==> config.mk <==
export PLATFORM = sky130hd
export DESIGN_NAME = maxpool_relu
export DESIGN_NICKNAME = d
export VERILOG_FILES = /design/src/rtl/cnn_pkg.sv /design/src/rtl/max_sel.sv /design/src/rtl/maxpool_relu.sv
export SDC_FILE = /design/constraint.sdc
export NUM_CORES = 1
export LEC_CHECK = 0
export CAP_MARGIN = 0
export CORE_AREA = 2 2 202 253
export DETAILED_ROUTE_END_ITERATION = 8
export DIE_AREA = 0 0 204 255
export PLACE_DENSITY = 0.71
export SKIP_LAST_GASP = 1
export SLEW_MARGIN = 20
export SYNTH_ARGS = -nofsm -noshare
export SYNTH_HDL_FRONTEND = slang
export SYNTH_SLANG_ARGS = --single-unit
==> constraint.sdc <==
create_clock -name clk -period 11.84 [get_ports clk]
set_input_delay 2.368 -clock clk [delete_from_list [all_inputs] [get_ports clk]]
set_output_delay 2.368 -clock clk [all_outputs]
set_load 0.03 [all_outputs]
==> src/rtl/cnn_pkg.sv <==
// cnn_pkg: shared CNN sizing constants and pooled-size helper
package cnn_pkg;
  localparam int DATA_W = 12;
  localparam int FM_W = 24;
  localparam int POOL_W = FM_W / 2;
  function automatic int pool_size(input int fm_w);
    return fm_w / 2;
  endfunction
endpackage

==> src/rtl/max_sel.sv <==
// max_sel: combinational signed maximum of two samples
module max_sel
  import cnn_pkg::*;
#(
  parameter int DATA_W = cnn_pkg::DATA_W
) (
  input  logic signed [DATA_W-1:0] a_i,
  input  logic signed [DATA_W-1:0] b_i,
  output logic signed [DATA_W-1:0] max_o
);
  assign max_o = (a_i > b_i) ? a_i : b_i;
endmodule

==> src/rtl/maxpool_relu.sv <==
// maxpool_relu: streaming 2x2 stride-2 max pooling over three channels; POOL_RELU_EN clamps negative inputs to 0
module maxpool_relu
  import cnn_pkg::*;
#(
  parameter int FM_W = cnn_pkg::FM_W,
  parameter int DATA_W = cnn_pkg::DATA_W
) (
  input  logic                     clk,
  input  logic                     rst_n,
  input  logic                     valid_in,
  input  logic signed [DATA_W-1:0] conv_out_1,
  input  logic signed [DATA_W-1:0] conv_out_2,
  input  logic signed [DATA_W-1:0] conv_out_3,
  output logic signed [DATA_W-1:0] max_value_1,
  output logic signed [DATA_W-1:0] max_value_2,
  output logic signed [DATA_W-1:0] max_value_3,
  output logic                     valid_out
);
  localparam int PW = pool_size(FM_W);
  localparam int CW = $clog2(FM_W);
  if (FM_W % 2 != 0) begin : g_odd
    $error("maxpool_relu: FM_W must be even");
  end
  logic [CW-1:0] col_q, col_d, row_q, row_d;
  logic [CW-2:0] idx;
  logic valid_q;
  logic signed [DATA_W-1:0] raw [3];
  assign raw[0] = conv_out_1;
  assign raw[1] = conv_out_2;
  assign raw[2] = conv_out_3;
  assign idx = col_q[CW-1:1];
  // raster position of the next accepted beat
  always_comb begin
    col_d = (col_q == CW'(FM_W - 1)) ? '0 : col_q + 1'b1;
    row_d = (col_q != CW'(FM_W - 1)) ? row_q : (row_q == CW'(FM_W - 1)) ? '0 : row_q + 1'b1;
  end
  // position counters advance on accepted beats; strobe follows an odd/odd beat by one cycle
  always_ff @(posedge clk) begin
    if (!rst_n) begin
      col_q <= '0;
      row_q <= '0;
      valid_q <= 1'b0;
    end else begin
      valid_q <= valid_in & col_q[0] & row_q[0];
      if (valid_in) begin
        col_q <= col_d;
        row_q <= row_d;
      end
    end
  end
  for (genvar c = 0; c < 3; c++) begin : g_ch
    logic signed [DATA_W-1:0] x, pair, quad, hold_q, mv_q;
    logic signed [DATA_W-1:0] lb_q [PW];
`ifdef POOL_RELU_EN
    assign x = raw[c][DATA_W-1] ? '0 : raw[c];
`else
    assign x = raw[c];
`endif
    max_sel #(.DATA_W(DATA_W)) u_pair (.a_i(hold_q), .b_i(x), .max_o(pair));
    max_sel #(.DATA_W(DATA_W)) u_quad (.a_i(lb_q[idx]), .b_i(pair), .max_o(quad));
    // even column latches the left sample; odd column on an odd row emits the window max
    always_ff @(posedge clk) begin
      if (!rst_n) begin
        hold_q <= '0;
        mv_q <= '0;
      end else if (valid_in) begin
        if (!col_q[0]) hold_q <= x;
        else if (row_q[0]) mv_q <= quad;
      end
    end
    // top-row pair maxima wait here for the row below; contents need no reset
    always_ff @(posedge clk) begin
      if (valid_in & col_q[0] & ~row_q[0]) lb_q[idx] <= pair;
    end
  end
  assign max_value_1 = g_ch[0].mv_q;
  assign max_value_2 = g_ch[1].mv_q;
  assign max_value_3 = g_ch[2].mv_q;
  assign valid_out = valid_q;
endmodule

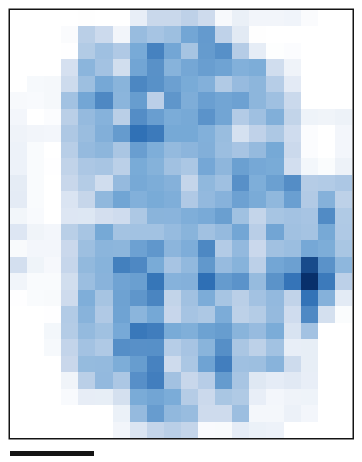
Figure 1: run 1, routed metal per tile.
Scale bar: 50 um. The die is cut into 20 by 26 equal tiles; white is low, dark blue is high, scaled to the fullest tile. Values are wire area over tile area, all layers added.
The fullest tile reaches 0.51. The mean over all tiles is 0.15. 19% of the tiles are over half the peak. 19% of the tiles are nearly empty.
final WL: 49.20 mm
Overall Global Routing Usage: 19.07%
average routed wire per standard cell: 22.49 um
via count: 12420

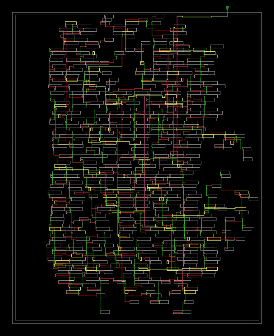
Figure 2: run 1, clock wiring as the flow saved it.
Clock Latency Late Sink: 570 ps
clk sinks: 519
flip-flops: 519

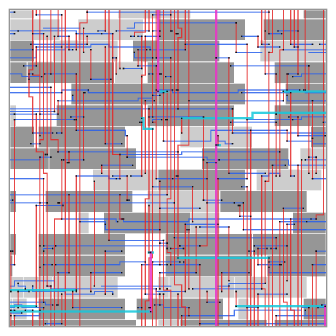
Figure 3: run 1, a small window of the routed layout.
Window x 82 to 122, y 108 to 148 um. Cells in gray, sequential cells in the stronger gray; small squares are vias.
Key: met3 = cyan; met4 = magenta; met2 = red; met1 = blue
Most frequent: edfxtp_1 (26), mux4_2 (8), mux2i_1 (4). 45 logic cells have their middle in the window. Sequential cells in the window: 26. Netlist names of flops here include `g_ch.lb_q` (26).

==> impl_metrics.toml, run 1 <==
# physical design summary
[outcome]
outcome = "completed"

[cells_and_area]
seqCellArea_sq_um = 14730
logic_area_sq_um = 6925
area_delta_synth_final_pct = 14.54
multiInputCombCellCount = 747
final_area_sq_um = 25360
seq_share_pct = 58.08
largest_reg_flops = 432
reg_top3 = "g_ch.lb_q (432), g_ch.hold_q (36)"
comb_share_pct = 27.31
num_antenna_cells = 0
drive_gt1_share_pct = 16.93
dominant_cells = "sequential cells"
layout_top_cells = "edfxtp_1, nand2_1, mux4_2, a21oi_1, dfxtp_1"

[synth]
ys_sh_aoi_pct = 5.946
ys_async_sr_fraction_pct = 0
synth_area_sq_um = 22140
fa_ha_area_share_pct = 4.182
ys_cells = 1412
yosysMostFrequentCell = "edfxtp_1"
area_leaders = "edfxtp_1, mux4_2, dfxtp_1"
largest_area_cell = "edfxtp_1"
synth-edff-count = 432
ys_sh_simple_pct = 5.465
yosys_warnings = 0
synth_seq_share_pct = 66.47
mux_share_pct = 15.13

[worst_setup_path]
crit_end = "max_value_2[0]"
slowest_delay_ps = 810
cp-end-kind = "flip-flop"
ff2ff_setup_slack_ps = 5980
critPathLaunchType = "primary input"
rr_endpoint = "max_value_2[0]"
arrival_ps = 8320
critPathLaunch = "conv_out_2[11]"
critPathBufInv = 3
slowest_stage = "ha_1"

[floorplan]
die_y_um = 255
taps = 658
core_area_sq_um = 49960
fp_util_pct = 44.31

[placement]
gp_congestion = 0.8556
placed_area_sq_um = 23690
dpl_worst_slack_ps = 3417
dp_hpwl_mm = 29.18

[drt]
drc_errors = 0
firstDrtPassIters = 5
viasPerCell = 5.676
ant_nets = 0
wl_met2_mm = 26.46
drt_iter0_drc = 940
met1_length_mm = 19.58
met3RoutedLength_mm = 1.978

[timing]
drv_slew = 0
hold_viol = 0
max_slew_margin_pct = 28.71
period_used_pct = 66.77
clock_skew_ps = 24.60
finalSetupViolations = 0
timing.final.ws_setup_ps = 3935
rsz0062_at_grt = "no"

[min_path]
hold_path.class = "reg -> reg"
min_to = "max_value_1[6]"
min_path_cells = 2

[global_route]
grt_use_met2_pct = 35.24
grt_pass1_wl_mm = 75.27
antenna_found_initial = 0
grt-busiest-layer = "met2"
grt_pass1_vias = 12950
grt_max_degree = 73

[run]
maxCapViolations = 0

[pwr]
switchingPower_mw = 0.8768
switching_share_pct = 22.20
power_frac_comb_pct = 8.2
power_frac_seq_pct = 51.8

[clocking]
clk_path_buf_depth = 3
cts_max_level = 2
cts_made_buffers = 49
==> inputs of run 2 (changes only) <==
PLACE_DENSITY = 0.74   (was 0.71)
clock period = 6.8 ns   (was 11.84 ns; I/O delays follow)
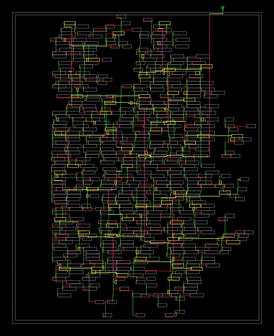
Figure 4: run 2, clock wiring as the flow saved it.
clock-net power: 2.50 mW
cts bufs inserted: 47
Clock Latency Late Sink: 560 ps
Clock Buffer Count: 60

==> run 2 against run 1 <==
- global-route usage about the same
- total power increased by 68%
- design area decreased by 0.46%
- sequential share of layout area increased by 0.27 points
- die size unchanged
- clock skew decreased by 11 ps
- combinational power increased by 76%
- worst hold slack improved by 6.4 ps
- critical path type unchanged
- highest routed layer unchanged
==> impl_metrics.toml, run 2 <==
# physical design summary
[outcome]
outcome = "completed"

[timing]
period_used_pct = 84.20
finalSetupViolations = 0
fmax_mhz = 174.6
fin_tns_setup_ps = 0
hold_viol = 0
drv_slew = 0
timing.final.ws_setup_ps = 1074
hold_ws_ps = 476.5
rsz0062_at_grt = "no"
worst_slew_pin_slew_ps = 970.7
max_slew_margin_pct = 35.05
fin_crit_ps = 5726
clock_skew_ps = 13.98

[pwr]
seq_power_mw = 3.56
switching_share_pct = 22.29
power_frac_comb_pct = 8.6
peakVddDrop_mv = 0.1819
switchingPower_mw = 1.478
maxPowerGroup = "registers"
p_per_area_nw_per_um2 = 262.8
clock_power_share_pct = 37.7
power_frac_seq_pct = 53.7
p_int_mw = 5.154
pg_comb_mw = 0.568

[floorplan]
ioPinCount = 76
rows = 92
core_area_sq_um = 49960
die_area_sq_um = 52020
fp_util_pct = 44.31
die_x_um = 204
die_y_um = 255
taps = 658

[synth]
largest_area_cell = "edfxtp_1"
yosys-top-cells-count = "edfxtp_1, nand2_1, mux4_2"
ys_area_sq_um = 22140
synthTopLogicFamily = "multiplexers"
synth-edff-count = 432
fp_nets = 1525
ys_async_sr_fraction_pct = 0
synth_area_sq_um = 22140
area_leaders = "edfxtp_1, mux4_2, dfxtp_1"
ys_sh_aoi_pct = 5.946
fa_ha_area_share_pct = 4.182
ys_sh_simple_pct = 5.465
ys.flops = 519
ys.flop_type = "edfxtp_1"
mux_share_pct = 15.13
yosysMostFrequentCell = "edfxtp_1"
synth_seq_share_pct = 66.47
ys_cells = 1412
top_area_share_pct = 58.60
yosys_warnings = 0

[cells_and_area]
layout_top_cells = "edfxtp_1, nand2_1, mux4_2, a21oi_1, dfxtp_1"
fin_util_pct = 50.52
nets = 1613
drive_gt1_share_pct = 16.72
final-clk-cell-share_pct = 5.725
largest_register = "g_ch.lb_q"
area_delta_synth_final_pct = 14.02
seqCellArea_sq_um = 14730
n_all_buffers = 108
largest_reg_flops = 432
multiInputCombCellCount = 747
dominant_cells = "sequential cells"
num_antenna_cells = 0
reg_top3 = "g_ch.lb_q (432), g_ch.hold_q (36)"
logic_area_sq_um = 6925
final_area_sq_um = 25240
comb_share_pct = 27.44
seq_share_pct = 58.35
layout.nonclk_buf_share_pct = 4.085
mostFrequentLayoutCell = "edfxtp_1"
inv_count = 77
nFillCells = 4039
flops = 519

[global_route]
globalRouteMet3Util_pct = 2.266
grt-busiest-layer = "met2"
grt_overflow = 0
antenna_found_initial = 0
grt_pass1_wl_mm = 74.90
grt_max_degree = 53
grt_pass1_vias = 12730
grt_util_all_layers_pct = 19.08
use_met1_pct = 23.16
grt_use_met2_pct = 35.53

[placement]
dpl_worst_slack_ps = 442.9
placed_area_sq_um = 23760
place_inst = 2107
gp_congestion = 0.8201
dp_hpwl_mm = 30.19
io_buffers = 75

[drt]
drt_wl_total_mm = 49.27
drc_errors = 0
met1_length_mm = 19.46
drt_iter0_drc = 984
ant_nets = 0
firstDrtPassIters = 5
wl_met2_mm = 26.34
wl_per_cell_um = 22.45
met3RoutedLength_mm = 2.409
viasPerCell = 5.701
via_count = 12510

[worst_setup_path]
slowest_delay_ps = 560
cp_num_cells = 18
slowest_stage = "a31oi_4"
critPathLaunch = "conv_out_2[10]"
crit_end = "max_value_2[0]"
path_delay_family = "AND-OR/OR-AND gates"
critPathBufInv = 3
critPathLaunchType = "primary input"
cp-end-kind = "flip-flop"
ff2ff_setup_slack_ps = 2100
r2r-start = "g_ch[1].hold_q[10]"
path_max_fanout = 13
rr_endpoint = "max_value_2[0]"
arrival_ps = 6140
required_ps = 7210
crit_type = "in -> reg"

[min_path]
min_to = "g_ch[2].hold_q[1]"
min_path_cells = 2
hold_path.class = "reg -> reg"

[clocking]
cts_max_level = 2
cts.clk_slew.worst_paths_ps = 70
cts_setup_buffers = 0
root_buffer = "clkbuf_16"
cts_tree = "done"
clock_sinks = 519
clk_path_buf_depth = 3
ctsResizeCount = 0
cts_hold_buf = 0

[run]
warning_count = 26
maxCapViolations = 0
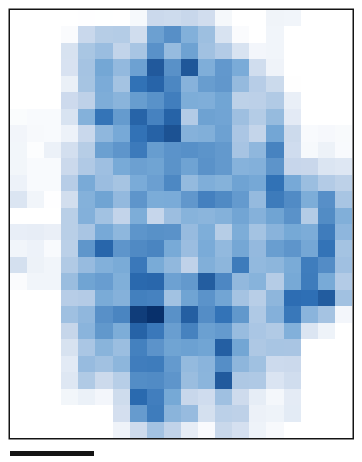
Figure 5: run 2, routed metal per tile.
Scale bar: 50 um. The die is cut into 20 by 26 equal tiles; white is low, dark blue is high, scaled to the fullest tile. Values are wire area over tile area, all layers added.
The mean over all tiles is 0.15. The fullest tile reaches 0.46. The emptiest ninth of the die: upper right. 21% of the tiles are nearly empty. 28% of the tiles are over half the peak.

==> inputs of run 3 (changes only) <==
PLACE_DENSITY = 0.71   (was 0.74)
clock period = 5.8 ns   (was 6.8 ns; I/O delays follow)
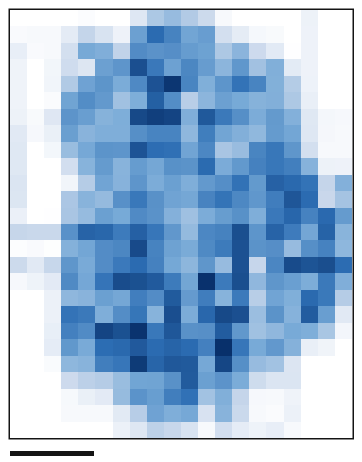
Figure 6: run 3, routed metal per tile.
Scale bar: 50 um. The die is cut into 20 by 26 equal tiles; white is low, dark blue is high, scaled to the fullest tile. Values are wire area over tile area, all layers added.
via count: 12440
Overall Global Routing Usage: 19.53%
final WL: 50.07 mm

==> run 3 against run 2 <==
- sequential share of layout area down 0.63 points
- critical endpoint is now max_value_3[9]
- non-clock buffer count up 6
- largest power group unchanged
- die size unchanged
- highest routed layer unchanged
==> impl_metrics.toml, run 3 <==
# physical design summary
[outcome]
outcome = "completed"

[worst_setup_path]
rr_endpoint = "max_value_2[0]"
cp-end-kind = "flip-flop"
critPathLaunch = "conv_out_3[11]"
r2r-start = "g_ch[1].hold_q[10]"
critPathLaunchType = "primary input"
crit_end = "max_value_3[9]"
required_ps = 6310
path_delay_family = "simple AND/OR/NAND/NOR gates"
path_max_fanout = 14
slowest_delay_ps = 690
arrival_ps = 5690
critPathBufInv = 4
crit_type = "in -> reg"
slowest_stage = "nor2_1"
cp_num_cells = 18

[drt]
firstDrtPassIters = 7
met3RoutedLength_mm = 2.482
viasPerCell = 5.640
drt_iter0_drc = 958
ant_nets = 0
wl_per_cell_um = 22.71
met1_length_mm = 19.81
wl_met2_mm = 27.00

[cells_and_area]
final_area_sq_um = 25520
logic_area_sq_um = 6925
seq_share_pct = 57.71
multiInputCombCellCount = 747
fin_util_pct = 51.08
area_delta_synth_final_pct = 15.27
mostFrequentLayoutCell = "edfxtp_1"
nFillCells = 4069
largest_register = "g_ch.lb_q"
num_antenna_cells = 0
final-clk-cell-share_pct = 6.605
layout_top_cells = "edfxtp_1, nand2_1, mux4_2, a21oi_1, dfxtp_1"
seqCellArea_sq_um = 14730
n_all_buffers = 114
dominant_cells = "sequential cells"
reg_top3 = "g_ch.lb_q (432), g_ch.hold_q (36)"
comb_share_pct = 27.14
flops = 519
inv_count = 77
drive_gt1_share_pct = 17.71
nets = 1620
largest_reg_flops = 432
layout.nonclk_buf_share_pct = 4.187

[pwr]
clock_power_share_pct = 40.8
pg_comb_mw = 0.675
maxPowerGroup = "registers"
power_frac_seq_pct = 50.9
p_per_area_nw_per_um2 = 321.0
power_frac_comb_pct = 8.2
powerClk_mw = 3.34
switching_share_pct = 22.01
switchingPower_mw = 1.803
p_int_mw = 6.389
seq_power_mw = 4.17
peakVddDrop_mv = 0.2075

[synth]
ys_sh_aoi_pct = 5.946
ys_area_sq_um = 22140
synth-edff-count = 432
ys_cells = 1412
fa_ha_area_share_pct = 4.182
yosys_warnings = 0
synth_area_sq_um = 22140
top_area_share_pct = 58.60
synthTopLogicFamily = "multiplexers"
synth_seq_share_pct = 66.47
ys_async_sr_fraction_pct = 0
fp_nets = 1525
yosys-top-cells-count = "edfxtp_1, nand2_1, mux4_2"
yosysMostFrequentCell = "edfxtp_1"
ys_sh_simple_pct = 5.465

[global_route]
grt_overflow = 0
grt_pass1_wl_mm = 76.69
grt-busiest-layer = "met2"
use_met1_pct = 23.52
grt_pass1_vias = 12910
antenna_found_initial = 0
grt_max_degree = 67
grt_use_met2_pct = 36.72

[timing]
finalSetupViolations = 0
max_slew_margin_pct = 25.35
fmax_mhz = 192.9
hold_ws_ps = 475.0
fin_crit_ps = 5185
fin_tns_setup_ps = 0
rsz0062_at_grt = "no"
worst_slew_pin_slew_ps = 1117
timing.final.ws_setup_ps = 614.6
clock_skew_ps = 27.89
drv_slew = 0
period_used_pct = 89.40
hold_viol = 0

[floorplan]
rows = 92
die_y_um = 255
core_area_sq_um = 49960
taps = 658
die_area_sq_um = 52020
ioPinCount = 76
die_x_um = 204
fp_util_pct = 44.31

[placement]
gp_congestion = 0.8490
dp_hpwl_mm = 31.30
placed_area_sq_um = 23830
place_inst = 2115
dpl_worst_slack_ps = 89.06
io_buffers = 75

[clocking]
clock_sinks = 519
cts_setup_buffers = 0
root_buffer = "clkbuf_16"
ctsResizeCount = 0
clk_path_buf_depth = 3
cts_tree = "done"
cts_hold_buf = 0
cts_made_buffers = 48
cts.clk_slew.worst_paths_ps = 60

[run]
maxCapViolations = 0
warning_count = 26

[min_path]
hold_path.class = "reg -> reg"
min_path_cells = 2
min_to = "g_ch[0].hold_q[8]"
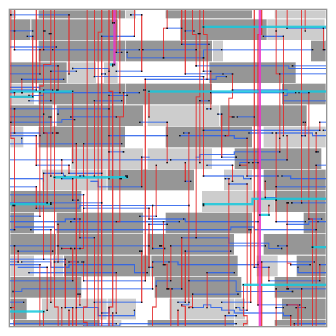
Figure 7: run 3, a small window of the routed layout.
Window x 82 to 122, y 108 to 148 um. Cells in gray, sequential cells in the stronger gray; small squares are vias.

Power figures rest on the tool's default switching activity, not on a simulated workload.
